==> config.mk <==
export PLATFORM = sky130hd
export DESIGN_NAME = byte_serializer
export DESIGN_NICKNAME = d
export VERILOG_FILES = /design/src/rtl/serial_pkg.sv /design/src/rtl/byte_serializer.sv
export SDC_FILE = /design/constraint.sdc
export NUM_CORES = 1
export LEC_CHECK = 0
export CELL_PAD_IN_SITES_DETAIL_PLACEMENT = 0
export CELL_PAD_IN_SITES_GLOBAL_PLACEMENT = 1
export CORE_AREA = 4 4 73 75
export DETAILED_ROUTE_END_ITERATION = 16
export DIE_AREA = 0 0 77 79
export PLACE_DENSITY = 0.74
export SYNTH_ARGS = -nofsm -noshare
export SYNTH_HDL_FRONTEND = slang
export SYNTH_SLANG_ARGS = --single-unit
export TNS_END_PERCENT = 30
==> constraint.sdc <==
create_clock -name clock_100KHz -period 2.3 [get_ports clock_100KHz]
set_clock_uncertainty 0.1 [all_clocks]
set_input_delay 0.345 -clock clock_100KHz [delete_from_list [all_inputs] [get_ports clock_100KHz]]
set_output_delay 0.345 -clock clock_100KHz [all_outputs]
set_load 0.01 [all_outputs]
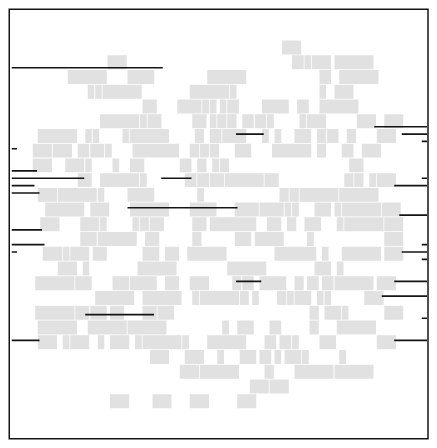
Fig. 1. Metal 3.
- nets with wire on the layer: 25
- wire length on this layer: 170 um
- share of all routed wire: 4.8%
vias: 1400
global routing usage on met3: 2.721%
WL final: 3.577 mm

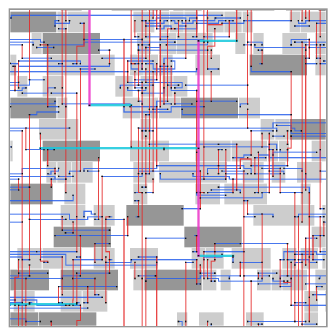
Fig. 2. A small window of the routed layout.
Window x 18 to 58, y 20 to 60 um. Cells in grey, sequential cells in the stronger grey; small squares are vias.
- M4: magenta
- M1: blue
- M3: cyan
- M2: red
- sequential cells in the window: 15
- most frequent: dfxtp_1 (15), nor2_1 (11), nor3_1 (7)
- cells with their middle in the window: 103

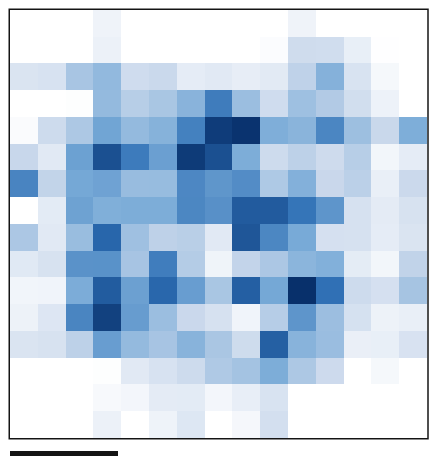
Fig. 3. Wire density map.
Bar = 20 um. The die is cut into 15 by 16 equal tiles; white is low, dark blue is high, scaled to the fullest tile. Values are wire area over tile area, all layers added.
- tiles over half the peak: 19%
- mean over tiles: 0.093
- densest ninth of the die: middle
- emptiest ninth of the die: bottom right
- fullest tile: 0.34
- nearly empty tiles: 23%
total track usage: 12.78%
routed len/inst: 12.60 um

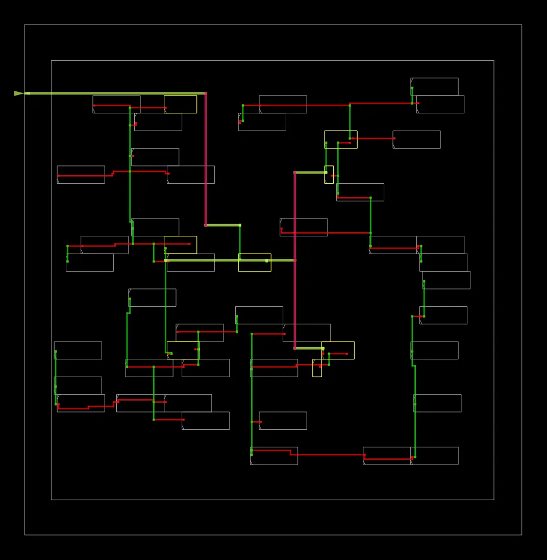
Fig. 4. Clock wiring as the flow saved it.
CTS Buf Count: 5
clkbuf count: 8
clock group power: 0.470 mW
clock sinks: 40

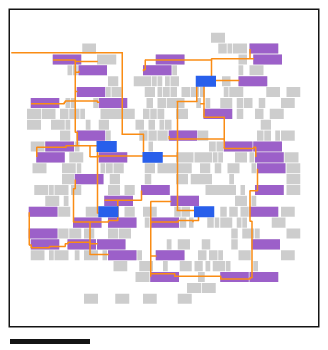
Fig. 5. Clock distribution.
Bar = 20 um.
- clock-net drivers: blue (count 5)
- clock wires: orange (length 491 um)
- flip-flops: purple (count 40)
- routed clock nets: 6
clock latency on the worst-skew pair: 0.28 ns
clock share of power: 35.7%

==> flow_summary.yaml <==
# generated from flow reports
status:
  status: "complete, no violations"
logic_synthesis:
  ys_ff: 40
  topCellsByArea: "dfxtp_1 (45%), nor2_1 (7.2%), mux2i_1 (6.2%)"
  yosysWarnings: 0
  yosysUniqueCellTypes: 38
  flop_cell: "dfxtp_1"
  seq_area_frac_synth_pct: 45.33
  ys_sh_xor_pct: 4.958
  yosys-top-cells-count: "dfxtp_1 (40), nor2_1 (34), mux2i_1 (11)"
  mux_area_share_pct: 6.232
  edf_count: 0
  async_flop_share_pct: 0
  top_logic_kind: "simple AND/OR/NAND/NOR gates"
  synthAdderAreaFrac_pct: 2.125
  yosys_area_mm2: 0.001767
  syn_area_per_cell_um2: 9.202
  netlist_area_mm2: 0.001767
  yosysTopAreaCellShare_pct: 45.33
  syn-num-nets: 207
global_route:
  grt_pass1_vias: 1325
  grt_first_pass_wirelength_mm: 6.327
  top_usage_layer: "met2"
  grt_overflow_total: 0
  grt_use_met1_pct: 17.95
  antenna_found_initial: 0
  grt_max_degree: 23
  met2_usage_pct: 19.25
clocking:
  post_cts_buffers: 0
  ctsLongestPathBuffers: 2
  cts-root-buf: "clkbuf_8"
  cts_tree: "built"
  cts_resized: 0
  h-tree-depth: 2
  holdBufCountCts: 0
  cts.clk_slew.worst_paths_ns: 0.07
floorplan:
  die-area_mm2: 0.006083
  chipHeight_um: 79
  fp_util_pct: 37.91
  fp.dieW_um: 77
  pin_count: 32
  taps: 54
  std_cell_rows: 25
final_layout:
  flops: 40
  buffers: 37
  final_layout_size_suffix_gt1_share_pct: 7.826
  nets: 244
  logic_gates: 137
  final_cells: 284
  inv_count: 8
  final_core_util_pct: 48.30
  comb_share_pct: 40.30
  seq_share_pct: 35.58
  area_growth_pct: 27.41
  regArea_um2: 800.8
  n_fill_cell: 454
  layout_top_cells: "dfxtp_1 (40), nor2_1 (34), clkdlybuf4s50_1 (31), mux2i_1 (11), nand3_1 (9)"
  antenna_cells: 0
  largest_reg_flops: 16
  final-comb-area_um2: 907.1
power_and_ir_drop:
  ir_drop_uv: 309.6
  power_leader: "sequential cells"
  switching_share_pct: 22.74
  p_switching_mw: 0.2988
  internal_power_mw: 1.015
  seq_power_share_pct: 54.9
  post-layout-total-power_mw: 1.314
  pg_seq_mw: 0.722
  powerComb_mw: 0.123
  p_leak_nw: 0.8789
  power.density_mw_per_mm2: 583.9
setup_path:
  cp-start-kind: "register"
  cp_num_buf_inv: 3
  rrSetupSlack_ns: 0.49
  cp_max_fo: 7
  cp_cell_sequence: "nor2_1 -> buf_4 -> inv_1 -> clkdlybuf4s50_1"
  end_kind: "output pin"
  critPathRequiredTime_ns: 1.86
  crit_cells: 4
  critPathMaxStageDelay_ns: 0.47
  path_delay_family: "buffers and inverters"
  cpMaxStageDelayCell: "clkdlybuf4s50_1"
sta:
  max_slew.worst_pin.slew_ns: 0.5096
  final-hold-violation-count: 0
  setup_slack_ns: 0.4493
  fin_crit_ns: 1.851
  rsz0062_at_grt: "no"
  period_used_pct: 80.46
  setup_viol_count_final: 0
  clock.fmax_mhz: 540.3
  slew_headroom_pct: 65.95
placed_design:
  dpl.hpwl_mm: 2.559
  globalplace.congestion: 0.7123
  dp.cells: 276
  dpl_cell_area_mm2: 0.002161
run:
  warning_count: 27
  maxCapViolCount: 0
drt:
  drtIter0Drc: 87
  drtAntennaViolNets: 0
  drc_errors: 0
  via_per_inst: 4.930
  wl_met3_um: 169
  dr_wl_met2_mm: 1.523
  top_layer_used: "met4"
worst_hold_path:
  hold_path.class: "register to register"
  whs_path_depth: 1
Power figures rest on the tool's default switching activity, not on a simulated workload.
